**config.mk**
```make
export PLATFORM = sky130hd
export DESIGN_NAME = geig_stack_uart_tx
export DESIGN_NICKNAME = d
export VERILOG_FILES = /design/src/rtl/geig_stack_uart_tx.sv
export SDC_FILE = /design/constraint.sdc
export NUM_CORES = 1
export LEC_CHECK = 0
export ABC_AREA = 1
export ABC_CLOCK_PERIOD_IN_PS = 2000
export CORE_AREA = 2 2 136 205
export CTS_BUF_LIST = sky130_fd_sc_hd__clkbuf_16
export DETAILED_ROUTE_END_ITERATION = 10
export DIE_AREA = 0 0 138 207
export DONT_BUFFER_PORTS = 1
export HOLD_SLACK_MARGIN = 0.03
export PLACE_DENSITY_LB_ADDON = 0.05
export SYNTH_ARGS = -nofsm -noshare
export SYNTH_HDL_FRONTEND = slang
export SYNTH_SLANG_ARGS = --single-unit
```
**constraint.sdc**
```tcl
create_clock -name CLK_100KHZ -period 2 [get_ports CLK_100KHZ]
set_input_delay 0.4 -clock CLK_100KHZ [delete_from_list [all_inputs] [get_ports CLK_100KHZ]]
set_output_delay 0.4 -clock CLK_100KHZ [all_outputs]
set_load 0.01 [all_outputs]
```
**src/rtl/geig_stack_uart_tx.sv**
```systemverilog
// rtl/geig_stack_uart_tx.sv - Geiger data stack change detector and framed 8N1 UART transmitter
module geig_stack_uart_tx #(
    parameter int          CLKS_PER_BIT = 10,
    parameter logic [7:0]  SYNC_BYTE    = 8'h7E
) (
    input  logic        CLK_100KHZ,
    input  logic        RESET,
    input  logic [79:0] G_DATA_STACK,
    output logic        TX,
    output logic        BUSY,
    output logic        FRAME_DONE,
    output logic        OVERRUN
);

    localparam int CW = (CLKS_PER_BIT > 1) ? $clog2(CLKS_PER_BIT) : 1;
    localparam logic [CW-1:0] BIT_LAST  = CW'(CLKS_PER_BIT - 1);
    localparam logic [3:0]    BYTE_LAST = 4'd11;

    typedef enum logic [2:0] {
        IDLE  = 3'd0,
        START = 3'd1,
        DATA  = 3'd2,
        STOP  = 3'd3,
        DONE  = 3'd4
    } state_t;

    state_t        state;
    logic [79:0]   shadow;
    logic [79:0]   frame_reg;
    logic [79:0]   pending;
    logic          pending_valid;
    logic [7:0]    shift;
    logic [7:0]    checksum;
    logic [CW-1:0] clk_cnt;
    logic [2:0]    bit_idx;
    logic [3:0]    byte_idx;
    logic          new_stack;
    logic [7:0]    frame_xor;
    logic [3:0]    next_idx;
    logic [7:0]    next_byte;
    logic          bit_end;

    // A stack is new when it differs from last cycle's copy and is not the handler's reset value
    always_comb begin
        new_stack = (G_DATA_STACK != shadow) && (G_DATA_STACK != 80'b0);
        bit_end   = (clk_cnt == BIT_LAST);
    end

    // XOR of the ten stack bytes held in the frame register
    always_comb begin
        frame_xor = 8'h00;
        for (int k = 0; k < 10; k++) begin
            frame_xor = frame_xor ^ frame_reg[8*k +: 8];
        end
    end

    // Byte that follows the current one: stack bytes MSB first, then the checksum
    always_comb begin
        next_idx  = byte_idx + 4'd1;
        next_byte = checksum;
        for (int k = 1; k <= 10; k++) begin
            if (next_idx == 4'(k)) begin
                next_byte = frame_reg[8*(11-k)-1 -: 8];
            end
        end
    end

    // Shadow copy of the input stack, refreshed every cycle
    always_ff @(posedge CLK_100KHZ) begin
        if (RESET) begin
            shadow <= 80'b0;
        end else begin
            shadow <= G_DATA_STACK;
        end
    end

    // Transmit FSM with registered serial outputs and the one-deep pending buffer
    always_ff @(posedge CLK_100KHZ) begin
        if (RESET) begin
            state         <= IDLE;
            frame_reg     <= 80'b0;
            pending       <= 80'b0;
            pending_valid <= 1'b0;
            shift         <= 8'h00;
            checksum      <= 8'h00;
            clk_cnt       <= '0;
            bit_idx       <= 3'd0;
            byte_idx      <= 4'd0;
            TX            <= 1'b1;
            BUSY          <= 1'b0;
            FRAME_DONE    <= 1'b0;
            OVERRUN       <= 1'b0;
        end else begin
            FRAME_DONE <= 1'b0;
            case (state)
                IDLE: begin
                    TX       <= 1'b1;
                    BUSY     <= 1'b0;
                    clk_cnt  <= '0;
                    bit_idx  <= 3'd0;
                    byte_idx <= 4'd0;
                    if (pending_valid) begin
                        frame_reg     <= pending;
                        pending_valid <= 1'b0;
                        shift         <= SYNC_BYTE;
                        state         <= START;
                    end else if (new_stack) begin
                        frame_reg <= G_DATA_STACK;
                        shift     <= SYNC_BYTE;
                        state     <= START;
                    end
                end
                START: begin
                    TX   <= 1'b0;
                    BUSY <= 1'b1;
                    // frame_reg is stable from here to the end of the frame
                    if (byte_idx == 4'd0 && clk_cnt == '0) begin
                        checksum <= frame_xor;
                    end
                    if (bit_end) begin
                        clk_cnt <= '0;
                        bit_idx <= 3'd0;
                        state   <= DATA;
                    end else begin
                        clk_cnt <= clk_cnt + 1'b1;
                    end
                end
                DATA: begin
                    TX <= shift[0];
                    if (bit_end) begin
                        clk_cnt <= '0;
                        shift   <= {1'b0, shift[7:1]};
                        if (bit_idx == 3'd7) begin
                            state <= STOP;
                        end else begin
                            bit_idx <= bit_idx + 3'd1;
                        end
                    end else begin
                        clk_cnt <= clk_cnt + 1'b1;
                    end
                end
                STOP: begin
                    TX <= 1'b1;
                    if (bit_end) begin
                        clk_cnt <= '0;
                        if (byte_idx < BYTE_LAST) begin
                            byte_idx <= next_idx;
                            shift    <= next_byte;
                            state    <= START;
                        end else begin
                            state <= DONE;
                        end
                    end else begin
                        clk_cnt <= clk_cnt + 1'b1;
                    end
                end
                DONE: begin
                    TX         <= 1'b1;
                    BUSY       <= 1'b0;
                    FRAME_DONE <= 1'b1;
                    byte_idx   <= 4'd0;
                    state      <= IDLE;
                end
                default: begin
                    TX    <= 1'b1;
                    BUSY  <= 1'b0;
                    state <= IDLE;
                end
            endcase

            // A stack arriving while a frame is in flight (or while pending is being drained) waits here
            if (new_stack && (state != IDLE || pending_valid)) begin
                pending       <= G_DATA_STACK;
                pending_valid <= 1'b1;
                if (state != IDLE && pending_valid) begin
                    OVERRUN <= 1'b1;
                end
            end
        end
    end

endmodule

```
Run 1, cell area per tile:
Drawn at 2 px/um. The die is cut into 14 by 21 equal tiles; white is low, dark blue is high, 0 to 100% covered.
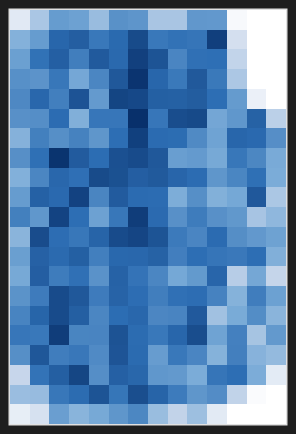
fullest tile: 100%
tiles over 75% full: 35%
nearly empty tiles: 4.4%
mean over tiles: 63%
final core utilization: 68.23%
Core ar.: 0.02685 mm2
Core Util at FP: 49.32%

Run 1, metal layers overlaid:
Drawn at 2 px/um.
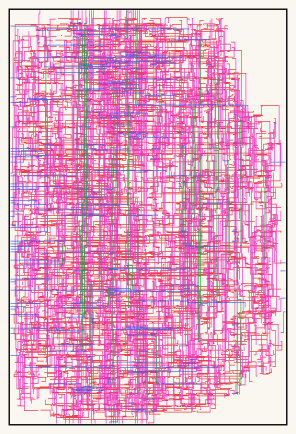
[met3] blue | wire length: 2,360 um
[met1] red | wire length: 18,500 um
[met4] green | wire length: 2,990 um
[met2] magenta | wire length: 23.8 mm
overall fraction of global-route tracks in use: 31.37%
WL per Instance: 19.84 um
total number of vias: 13,010
routed wire length: 47.68 mm

Run 1, sequential cells coloured by netlist name:
Drawn at 2 px/um.
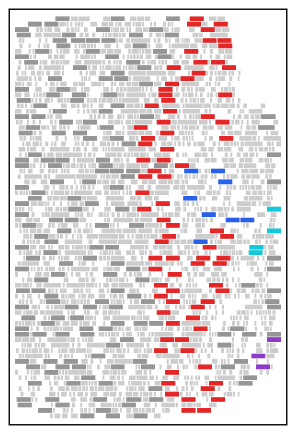
[bit_idx] purple | placed flops: 3
[frame_reg] red | placed flops: 80 | where: a vertical strip down the middle
[clk_cnt] cyan | placed flops: 4 | where: east
[checksum] blue | placed flops: 8 | where: east
not coloured: 180
sequential portion of the cell area: 30.10%
flip-flop and latch power: 0.00887 W
Storage cell area: 0.005514 mm2

-- run 1: layout by cell type (no fill, tap or decap), types with 4 or more instances in the layout --
cell	Yosys	final
a211oi_1	32	24
a211oi_2	0	8
a21oi_1	153	110
a21oi_2	0	43
buf_12	2	20
buf_16	0	14
buf_4	1	117
buf_6	14	14
clkbuf_16	0	38
clkinv_1	1	10
dfxtp_1	275	270
dfxtp_2	0	4
dlygate4sd3_1	0	125
ha_1	10	9
inv_1	280	278
inv_2	4	9
nand2_1	287	229
nand2_2	4	31
nand2_4	0	29
nand3_1	50	43
nand3_2	3	6
nand3_4	0	4
nand4_1	20	20
nor2_1	164	157
nor2_2	3	9
nor3_1	11	9
nor4_1	11	8
o2111ai_1	47	30
o2111ai_2	0	9
o2111ai_4	0	8
o21ai_0	194	148
o21ai_1	10	41
o21ai_2	1	13
or2_2	8	8
xnor2_1	88	86
xor2_1	37	34
-- run 1: stage by stage --
stage / std cells / power [W] / instance area, um2 / util, % / hold WS (ns)
after floorplan: 1810 / 0.01641 / 13240 / - / 0.4237
after global placement: 2186 / 0.01939 / 14340 / 53.40 / 0.4308
after detailed placement: 2186 / 0.01958 / 14340 / 53.40 / 0.4350
after CTS: 2387 / 0.02777 / 17390 / 64.77 / -0.09895
after global routing: 2403 / 0.03154 / 18320 / 68.23 / -0.09384
final: 2403 / 0.02999 / 18320 / 68.23 / -0.08513
-- run 1: cell families after synthesis --
family                   Yosys count  share of synthesized area, %
XOR/XNOR                         125                         8.268
adder cells (fa/ha/maj)           10                        0.9449
AND-OR/OR-AND                    448                         19.13
flip-flops                       275                         41.58
AND/OR/NAND/NOR                  568                         17.94
buffers and inverters            384                         12.14
-- run 1: final cells by class --
| cell class | instances | area (um2) | share of cell area, % |
|---|---|---|---|
| Timing Repair Buffer | 301 | 3328 | 18.17 |
| Multi-Input combinational cell | 1151 | 7112 | 38.82 |
| Clock inverter | 20 | 140.1 | 0.7649 |
| Inverter | 285 | 1072 | 5.853 |
| Clock buffer | 29 | 725.7 | 3.961 |
| Sequential cell | 275 | 5514 | 30.10 |
| Tap cell | 342 | 427.9 | 2.336 |
-- run 1: worst register-to-register path: cells and delay by family (launching register included) --
kind	cells	cell delay, ns
xor gates and xnor gates	1	0.18
DFF	1	0.33
AOI/OAI and AO/OA	3	0.48
and+or+nand+nor	6	0.89
buffers and inverters	3	0.37
-- run 1: report_power, final --
group,leakage [nW],total [W],switching [W],internal [W]
combinational,5.28,0.0160,0.00889,0.00710
sequential,2.29,0.00887,0.00152,0.00734
clock,0.437,0.00513,0.00228,0.00286
total,8.00,0.0300,0.0127,0.0173
-- run 1: how the worst min path moves through the flow --
stage / endpoint / startpoint
floorplan: pending[10] / pending[10]
global placement: pending[53] / pending[53]
detailed placement: pending[51] / pending[51]
CTS: bit_idx[2] / RESET
global route: byte_idx[1] / RESET
finish: byte_idx[1] / RESET
-- run 1: layer usage --
metal | share of wire [%] | vias to the layer above | GRT usage [%]
met1 | 39 | 6138 | 37.76
met5 | 0 | - | 0
li1 | - | 6300 | -
met4 | 6.3 | 0 | 17.07
met2 | 50 | 447 | 54.34
met3 | 4.9 | 123 | 3.860
==> run notes, run 1 <==
The synthesis and PnR run went through. The flow ran to the end, but the final reports show violations. The final reports fail on negative hold slack, negative setup slack. Fraction of final layout cells sized beyond drive strength 1 landed at 20.28%. TritonRoute reported its final design rule violation total as 0. Highest attainable clock frequency landed at 430.3 MHz.

At the worst endpoint, the required time is 2.48 ns. Each instance of the synthesized netlist takes up on average 7.316 um2. The share of synthesized area in the top cell type comes to 41.58%. When the netlist entered floorplanning its net count stood at 1,902. Setup total negative slack landed at -33.46 ns. Number of antenna violations at the first check in global routing landed at 0. Post-route period utilization is reported as 116.2%.

The most numerous cell type found on the critical path is buf_12. Once the clock tree was built, the setup fixing pass inserted 15 buffers. The kind of cell with the highest combined delay along the critical path is simple AND/OR/NAND/NOR gates. Largest fanout on the critical path landed at 5. At the worst endpoint, the arrival time is 2.80 ns. According to the floorplan report, the total die area is 0.02857 mm2. Per the log, the first TritonRoute iteration ended with a DRC count of 1,105.

Die boundary width landed at 138 um. Per the timing report, the most critical flop-to-flop path finishes at pending[62]. Post-placement setup slack landed at -0.5380 ns.

Number of instances in the synthesized netlist landed at 1,810. Yosys warning tally landed at 0. At the pin with the least slew margin, the transition time is 0.7479 ns. For this design the ratio of total power to cell area is 1637 mW/mm2. Entering global routing, the biggest net connects 172 pins.

The critical path goes through xnor2_2, nand2_2, nor3_4, nand2_1, nor2_2, nand3_2, o21ai_4, or2_4, buf_12, buf_12, buf_16, o21ai_1, a21oi_1. Number of OpenROAD warnings landed at 38. Hold analysis shows the worst path with a depth of 1. Clock latency on the worst-skew pair landed at 0.56 ns. Count of flip-flops with a built-in enable after synthesis landed at 0. Looking at the clock tree report, the H-tree level count equals 1. STA classifies the critical path startpoint as a register. For reference, the top cells by area after synthesis are dfxtp_1, nand2_1, inv_1.

In this run the worst setup path begins at shadow[7]. The synthesis run shows the most used standard cells to be nand2_1, inv_1, dfxtp_1, o21ai_0, nor2_1. The die is 207 um tall. Sorting the Yosys area breakdown by cell type puts at the top dfxtp_1. Post-CTS resize count landed at 104.

The filler cells instantiated in the layout total 2,276. Clock sink count landed at 275. 0 antenna diodes ended up in the layout. The first global-routing pass estimated 70.86 mm of wire. The type recorded for the worst min-delay path is in -> reg. TritonCTS built the clock tree. Worst hold slack landed at -0.08513 ns.

The HPWL after detailed placement is 30.06 mm. Number of cell instances on the worst register-to-register path landed at 13. Final net count landed at 2,134. Post-synthesis cell area landed at 0.01324 mm2. Per the OpenROAD timing report, the critical path contains 13 cells.

Synthesized chip area reported by yosys landed at 0.01324 mm2. Detail-routed via count per cell landed at 5.413. According to the timing report, the critical path is captured at pending[62]. Register-to-register path setup slack landed at -0.32 ns. Per the CTS log, the root buffer master is clkbuf_16. STA classifies the critical path endpoint as a register.

The slowest stage of the critical path is the dfxtp_2 cell. The final timing report gives a worst setup slack of -0.3239 ns. Relative to the synthesized area, the layout overhead comes to 38.35%.

By instance count, the leading cell after synthesis is nand2_1. I/O pin total landed at 86. The slew check shows that the tightest pin keeps a relative margin of 49.61%. For this run, the register share of the synthesized area comes to 41.58%. The worst register-to-register path begins at shadow[7]. Global placement routability congestion landed at 0.9227. Register bit count reported by yosys landed at 275. Final hold violation count landed at 7. Reported leakage power landed at 8.004 nW. The number of buffers and inverters on the critical path is 3. For this run, the leading register cell type out of synthesis is dfxtp_1. Worst voltage drop across the vdd grid landed at 1.408 mV. Sum of overflow across all layers after global routing landed at 0. For reference, the placement row count at floorplan is 74. Final count of pins violating max slew landed at 0. Post-cts hold-fix buffer tally landed at 124. Number of failing setup endpoints in the final timing report landed at 172. The number of global-route vias before repair was 12,660.

Post-CTS clock slew at the launch and capture registers of the worst setup and hold paths landed at 0.07 ns. The longest incremental delay of any stage on the critical path is reported as 0.33 ns. Clock tree synthesis inserted a total of 28 buffers.

For reference, the most critical setup path is categorized as reg -> reg. Maximum buffer depth of the clock tree landed at 3. Count of port buffers added during placement landed at 0.

Number of distinct library cells after synthesis landed at 41. Async set-reset flop share out of synthesis landed at 0%. According to the report, the first pass of detailed routing completed in 5 iterations.

Total cells reported by yosys after synthesis landed at 1,810. Final antenna-violating net count landed at 0. The worst path in the final design needs a cycle of 2.324 ns, including I/O delays and setup.

Clock skew on the completed layout was measured at 0.02056 ns. Setup repair after global routing could not meet its margin everywhere. Number of max-capacitance violations reported landed at 0.
==> run 1 -> run 2 <==
Settings changed: CORE_AREA 2 2 136 205 to 2 2 127 191, DIE_AREA 0 0 138 207 to 0 0 129 193.
==> run 2 against run 1 <==
  * The flow still finishes with violations (negative hold slack, negative setup slack)
  * First-iteration DRC count shrank 14%
  * Synthesized cell count unchanged
  * Critical path depth decreased by 1
  * Area after synthesis unchanged
  * Sequential share of layout area up 1.6 points
  * Clock skew shrank 0.0057 ns
  * Sequential power shrank 2%
  * Register-to-register slack got worse by 0.06 ns
  * Combinational power decreased by 9%
  * Setup slack lost 0.058 ns
  * Clock power up 6.6%
  * Utilization increased by 6.0 points
  * Highest routed layer unchanged
==> run notes, run 2 <==
The synthesis and PnR run went through. Yosys warning tally landed at 0 (unchanged). The relative contribution of combinational cells to total power is 50.6% (-2.7 points). Per the run report, area growth between synthesis and finish was 31.22%.

Core area landed at 0.02340 mm2 (-13%). Reported leakage power landed at 7.530 nW (-5.9%). Final antenna-violating net count landed at 0 (unchanged).

Required time at the endpoint of the critical path landed at 2.49 ns (about the same). Maximum buffer depth of the clock tree landed at 3 (unchanged). The run finished, with violations left. Number of antenna violations at the first check in global routing landed at 0 (unchanged). In this run the critical register-to-register path is launched from shadow[67]. The die boundary width was 129 um (-6.5%). TritonCTS built the clock tree. The number of nets in the synthesized netlist was 1,902 (unchanged). The worst setup path is launched from a register. Total cells reported by yosys after synthesis landed at 1,810 (unchanged). The post-layout instance area is 0.01738 mm2 (-5.2%). The I/O pin total was 86 (unchanged). The cell sitting at the root of the clock tree is a clkbuf_16. The mean cell area of the mapped netlist is 7.316 um2 (unchanged). The relative slew slack is 56.35% (+6.7 points). The final count of pins violating max slew is 0 (unchanged). Transition time at the pin with the least slew margin landed at 0.6479 ns (-0.1000 ns).

The number of cell instances on the worst register-to-register path was 12 (-1). Looking at the reg2reg group, the worst path ends at pending[67]. The number of failing setup endpoints in the final timing report was 173 (+0.58%). The fraction of final layout cells sized beyond drive strength 1 was 17.89% (-2.4 points). The register bit count reported by yosys was 275 (unchanged). Final clock period utilization by the worst path landed at 119.1% (+2.9 points). The number of max-capacitance violations reported is 0 (unchanged). Portion of total power attributed to sequential cells landed at 30.3% (+0.7 points). The global-route wire length before repair came to 66.94 mm (-5.5%).

Total number of H-tree levels landed at 1 (unchanged). Detailed-routing iteration count for the pre-antenna-repair pass landed at 6 (+1). The final clock skew came to 0.01484 ns (-0.005722 ns). Residual DRC count landed at 0 (unchanged). The number of global-route vias before repair is 12,360 (-2.3%). The switching fraction of total power is 41.98% (-0.33 points).

Worst hold slack landed at -0.09063 ns (-0.005502 ns). Sorting the synthesis cell report by count puts at the top nand2_1. Post-DP HPWL landed at 29.07 mm (-3.3%). Among cell families on the critical path, the largest total delay comes from simple AND/OR/NAND/NOR gates. Final hold violation count landed at 17 (+10). Highest attainable clock frequency landed at 419.9 MHz (-2.4%). The final worst setup slack came to -0.3818 ns (-0.05795 ns). The total power divided by cell area is 1653 mW/mm2 (+0.98%). Post-synthesis cell area landed at 0.01324 mm2 (unchanged). Final net count landed at 2,088 (-2.2%). The sequential share of the synthesized area is 41.58% (unchanged). The most critical min-delay path falls under in -> reg. The pre-placement core utilization was 56.60% (+7.3 points). The worst voltage drop across the vdd grid was 1.022 mV (-27%). The launch point of the worst min-delay path is recorded as RESET. The signal arrival time at the worst endpoint came to 2.87 ns (+0.07 ns). The checks that failed: negative hold slack, negative setup slack. The count of port buffers added during placement came to 0 (unchanged). The number of violations reported at the end of detailed-routing iteration 0 is 954 (-14%). Delay contributed by the slowest stage of the critical path landed at 0.33 ns (about the same). Among logic cells in the layout, the one with the most instances is inv_1. Largest net degree at the start of global routing landed at 172 (unchanged). The timing report shows that the slowest cell on the worst path is dfxtp_1. Global placement routability congestion landed at 0.9522 (+3.2%).

Internal power component landed at 0.01666 W (-3.7%). The fraction of synthesized cell area taken by the top area cell type is 41.58% (unchanged). Number of filler instances in the final layout landed at 1,827 (-20%). For reference, the most critical setup path is categorized as reg -> reg. The minimum period implied by the final worst setup slack came to 2.382 ns (+0.05795 ns). Chip area landed at 0.02490 mm2 (-13%). Hold analysis lists the worst path endpoint as frame_reg[48]. STA classifies the critical path endpoint as a register. The chip height is 193 um (-6.8%). The synthesis run shows the most used standard cells to be nand2_1, inv_1, dfxtp_1, o21ai_0, nor2_1. Number of instances in the synthesized netlist landed at 1,810 (unchanged).
==> run 2: stage by stage <==
| stage | hold slack, ns | TNS (ns) | instances | total power (W) | setup WS (ns) |
|---|---|---|---|---|---|
| floorplan | 0.4237 | 0 | 1810 | 0.01641 | 0.05369 |
| global placement | 0.4318 | -107.65 | 2165 | 0.01945 | -0.6649 |
| detailed placement | 0.4360 | -102.31 | 2165 | 0.01970 | -0.6956 |
| CTS | -0.09087 | -28.13 | 2325 | 0.02688 | -0.2288 |
| global route | -0.08998 | -56.67 | 2337 | 0.03017 | -0.4034 |
| finish | -0.09063 | -48.92 | 2337 | 0.02872 | -0.3818 |
==> run 2: final cells by class <==
class / count / area, um2 / share of cell area (%)
Clock buffer: 29 / 725.7 / 4.177
Clock inverter: 23 / 220.2 / 1.267
Inverter: 285 / 1077 / 6.200
Multi-Input combinational cell: 1152 / 6726 / 38.71
Sequential cell: 275 / 5512 / 31.72
Tap cell: 319 / 399.1 / 2.297
Timing Repair Buffer: 254 / 2715 / 15.63
==> run 2: kinds of logic (layout without fill, tap and decap cells) <==
logic type | after synthesis | after routing | share of synthesized area, %
AND-OR/OR-AND | 448 | 448 | 19.13
adder cells (fa/ha/maj) | 10 | 10 | 0.9449
XOR/XNOR | 125 | 125 | 8.268
buffers and inverters | 384 | 591 | 12.14
AND/OR/NAND/NOR | 568 | 569 | 17.94
flip-flops | 275 | 275 | 41.58
==> run 2: timing repair <==
| action | 4_1_cts | 5_1_grt |
|---|---|---|
| hold buffers | 91 | 2 |
| gates cloned | 8 | 8 |
| endpoints found under the hold margin | 179 | 90 |
| pin swaps | 24 | 44 |
| endpoints found under the setup margin | 173 | 175 |
| setup buffers | 9 | 4 |
| gates resized | 53 | 163 |
==> run 2: metal layers <==
metal	GRT usage (%)	wire length [um]	vias up
met3	5.270	3215	139
met4	20.07	2841	0
li1	-	-	6223
met5	0	0	-
met1	41.05	16830	6069
met2	61.25	22840	531
==> run 2: worst max path at each step <==
stage                    startpoint  depth (start not counted)  slack (ns)            end
detailed placement  G_DATA_STACK[2]                         12       -0.70  frame_reg[70]
floorplan               byte_idx[0]                         17        0.05       shift[3]
finish                   shadow[67]                         12       -0.38    pending[67]
global placement    G_DATA_STACK[2]                         12       -0.66  frame_reg[11]
CTS                       shadow[2]                         13       -0.23       state[0]
global route             shadow[67]                         12       -0.40    pending[67]
==> run 2: power groups by stage <==
stage / sequential (W) / combinational, W / clock (W)
after floorplan: 0.00833 / 0.00808 / 0
after global placement: 0.00864 / 0.0108 / 0
after detailed placement: 0.00871 / 0.0110 / 0
after CTS: 0.00861 / 0.0128 / 0.00549
after global routing: 0.00889 / 0.0156 / 0.00571
final: 0.00870 / 0.0145 / 0.00547
Run 2, M4 wires:
Drawn at 3 px/um. Supply wires on this layer in grey.
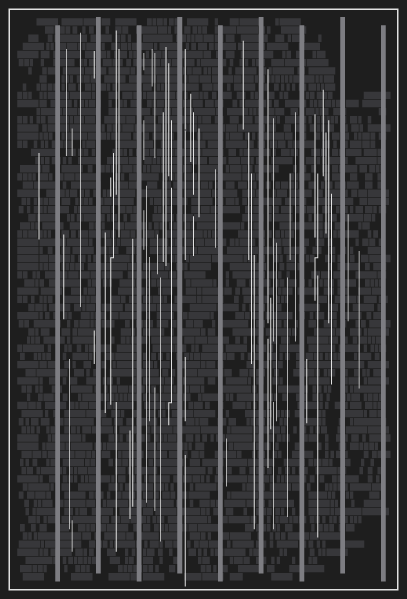
longest straight run: 105 um
nets with wire on the layer: 56
share of all routed wire: 6.2%
main direction: vertical
total number of vias: 12,960
routed wire length: 45.72 mm

Run 2, metal layers overlaid:
Drawn at 2 px/um.
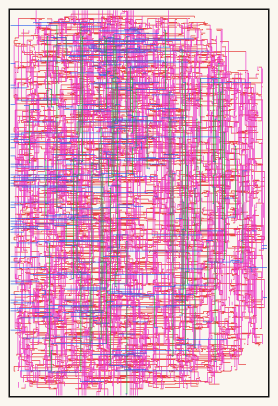
[met2] magenta | wire length: 22.8 mm
[met4] green | wire length: 2,840 um
[met3] blue | wire length: 3,220 um
[met1] red | wire length: 16,800 um
overall fraction of global-route tracks in use: 35.17%
WL per Instance: 19.56 um

==> run 2 -> run 3 <==
--- a/config.mk
+++ b/config.mk
@@ -15,4 +15,5 @@
 export HOLD_SLACK_MARGIN = 0.03
 export PLACE_DENSITY_LB_ADDON = 0.05
+export SKIP_CTS_REPAIR_TIMING = 1
 export SYNTH_ARGS = -nofsm -noshare
 export SYNTH_HDL_FRONTEND = slang
==> constraint.sdc (replaced) <==
create_clock -name CLK_100KHZ -period 2 [get_ports CLK_100KHZ]
set_input_delay 0.2 -clock CLK_100KHZ [delete_from_list [all_inputs] [get_ports CLK_100KHZ]]
set_output_delay 0.2 -clock CLK_100KHZ [all_outputs]
set_load 0.01 [all_outputs]
==> run 3 against run 2 <==
  * The flow finishes with violations (negative setup slack)
  * Largest cell class unchanged
  * Combinational power barely moved
  * Die area did not move
  * Maximum frequency fell by 7.9%
  * Area after synthesis did not move
  * Power fell by 1.7%
  * Largest power group unchanged
==> run notes, run 3 <==
The synthesis and PnR run went through. The run finished, with violations left. The checks that failed: negative setup slack. The pre-placement core utilization is 56.60% (unchanged). The worst setup path is captured at a register.

The total cells reported by yosys after synthesis is 1,810 (unchanged). Number of OpenROAD warnings landed at 36. The transition time at the pin with the least slew margin came to 0.6419 ns (-0.006007 ns).

Final hold violation count landed at 0 (-17). Residual DRC count landed at 0 (unchanged). Count of placed standard cells including taps landed at 2,125 (-1.8%). The relative slew slack is 56.76% (+0.40 points). Final clock skew landed at 0.02203 ns (+0.007186 ns).

The number of max-capacitance violations reported is 0 (unchanged). Between the synthesized netlist and the finished layout, the area growth was recorded as 31.44%. The worst setup path is launched from a register.

The global-route wire length before repair was 60.31 mm (-9.9%). Final worst setup slack landed at -0.5865 ns (-0.2047 ns). Register bit count reported by yosys landed at 275 (unchanged). The synthesis run shows the most used standard cells to be nand2_1, inv_1, dfxtp_1, o21ai_0, nor2_1. The final antenna-violating net count came to 0 (unchanged). Post-synthesis cell area landed at 0.01324 mm2 (unchanged). Sorting the synthesis cell report by count puts at the top nand2_1. Largest net degree at the start of global routing landed at 172 (unchanged).

In this run the clock root is driven by a clkbuf_16. The I/O pin total was 86 (unchanged). Note that the worst hold path type here is in -> reg. The number of violations reported at the end of detailed-routing iteration 0 came to 1,102 (+16%).

Total number of H-tree levels landed at 1 (unchanged). The number of failing setup endpoints in the final timing report was 173 (unchanged). The sequential share of the synthesized area was 41.58% (unchanged). Worst voltage drop across the vdd grid landed at 1.016 mV (-0.63%).

TritonCTS built the clock tree. The detailed-routing iteration count for the pre-antenna-repair pass came to 6 (unchanged). The minimum period implied by the final worst setup slack came to 2.586 ns (+0.2047 ns). Die boundary width landed at 129 um (unchanged). The maximum buffer depth of the clock tree is 3 (unchanged). Count of port buffers added during placement landed at 0 (unchanged). Total power divided by cell area landed at 1622 mW/mm2 (-1.9%). Fraction of final layout cells sized beyond drive strength 1 landed at 12.70% (-5.2 points). Final clock period utilization by the worst path landed at 129.3% (+10 points).

The mean cell area of the mapped netlist came to 7.316 um2 (unchanged). Chip area landed at 0.02490 mm2 (unchanged). Number of antenna violations at the first check in global routing landed at 1 (+1).

Final cell count without fillers landed at 2,374 (+1.6%). The signal arrival time at the worst endpoint is 3.05 ns (+0.18 ns). The setup total negative slack was -74.26 ns (-25.34 ns). Number of nets in the synthesized netlist landed at 1,902 (unchanged). Number of global-route vias before repair landed at 10,810 (-13%). Number of instances in the synthesized netlist landed at 1,810 (unchanged). The chip height came to 193 um (unchanged). Core area landed at 0.02340 mm2 (unchanged). The critical path is of the reg -> reg type. Required time at the endpoint of the critical path landed at 2.47 ns (-0.02 ns).

The final count of pins violating max slew is 0 (unchanged). The yosys warning tally is 0 (unchanged). The global placement routability congestion was 0.9711 (+2.0%). Fraction of synthesized cell area taken by the top area cell type landed at 41.58% (unchanged). Counting only logic cells after layout, the most numerous master is nand2_1.

The highest attainable clock frequency is 386.6 MHz (-7.9%). Reported leakage power landed at 7.517 nW (-0.18%). The post-DP HPWL came to 29.11 mm (+0.14%). The final net count was 2,126 (+1.8%).
==> run 3: cell counts after synthesis <==
Identical to the previous run, type by type.
==> run 3: area by class of cell <==
type / instances / area, um2
repair buffers: 291 / 3194
well taps: 319 / 399.1
clock inverters: 23 / 138.9
clock buffers: 27 / 675.6
multi-input cells: 1154 / 6417
flip-flops and latches: 275 / 5509
inverters: 285 / 1070
fillers: 1729 / 5992
==> run 3: cells by family after synthesis <==
family          count (synthesis)  share of synthesized area, %
xor+xnor                      125                         8.268
buf+inv                       384                         12.14
fa+ha+maj                      10                        0.9449
compound gates                448                         19.13
simple gates                  568                         17.94
flops                         275                         41.58
==> run 3: path summary, 6_finish.rpt <==
| path | slack [ns] | cells after the start | startpoint | to |
|---|---|---|---|---|
| worst max-delay path | -0.59 | 13 | shadow[38] | pending[31] |
| worst min-delay path | 0.01 | 4 | G_DATA_STACK[57] | frame_reg[57] |
| worst max register to register | -0.59 | 13 | shadow[38] | pending[31] |
| worst min register to register | 0.45 | 2 | pending[39] | pending[39] |
==> run 3: report_power, final <==
part | switching, W | total (W) | leakage (nW) | internal [W]
registers | 0.00141 | 0.00875 | 2.28 | 0.00734
clock network | 0.00227 | 0.00486 | 0.415 | 0.00259
logic | 0.00824 | 0.0146 | 4.82 | 0.00636
==> run 3: stage by stage <==
stage                     hold WS, ns  setup slack, ns  cell area (um2)  power [W]
after floorplan                0.3190          0.05369            13240    0.01641
after global placement         0.2812          -0.2700            14000    0.01940
after detailed placement       0.2801          -0.3215            14000    0.01958
after CTS                     -0.2844          -0.3522            14810    0.02440
after global routing          0.04604          -0.5576            17400    0.02953
final                         0.01038          -0.5865            17400    0.02822
==> run 3: routing by layer <==
metal / global-route usage (%) / routed length, um / up-vias / part of all wire (%)
met4: 13.13 / 3131 / 2 / 6.5
met1: 39.56 / 18110 / 6280 / 37
met5: 0 / 8 / - / 0.016
met3: 4.636 / 3260 / 181 / 6.7
met2: 55.19 / 24010 / 651 / 49
li1: - / - / 6289 / -
==> run 3: worst max-delay path, stage by stage (launching register included) <==
cell	delay [ns]
dfxtp_1	0.35
xnor2_1	0.31
nand2_1	0.14
nor2_1	0.12
nand4_1	0.16
nor2_2	0.16
nand3_2	0.13
o21ai_4	0.21
buf_6	0.13
or2_4	0.20
buf_12	0.14
buf_12	0.12
o21ai_0	0.11
a21oi_1	0.22
Run 3, metal layers overlaid:
Drawn at 2 px/um.
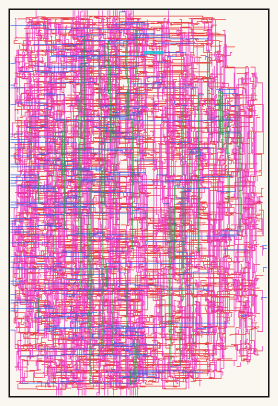
[met3] blue | wire length: 3,260 um
[met4] green | wire length: 3,130 um
[met1] red | wire length: 18,100 um
[met2] magenta | wire length: 24.0 mm
[met5] cyan | wire length: 8.30 um
total number of vias: 13,400
routed wire length: 48.52 mm
WL per Instance: 20.44 um
overall fraction of global-route tracks in use: 31.84%

Run 3, M4 wires:
Drawn at 3 px/um. Supply wires on this layer in grey.
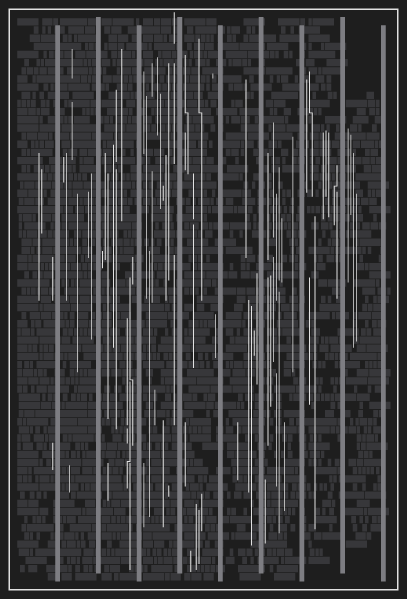
wire length on this layer: 3,130 um
nets with wire on the layer: 80
main direction: vertical
share of all routed wire: 6.5%
longest straight run: 104 um

Power and IR drop assume default switching activity.
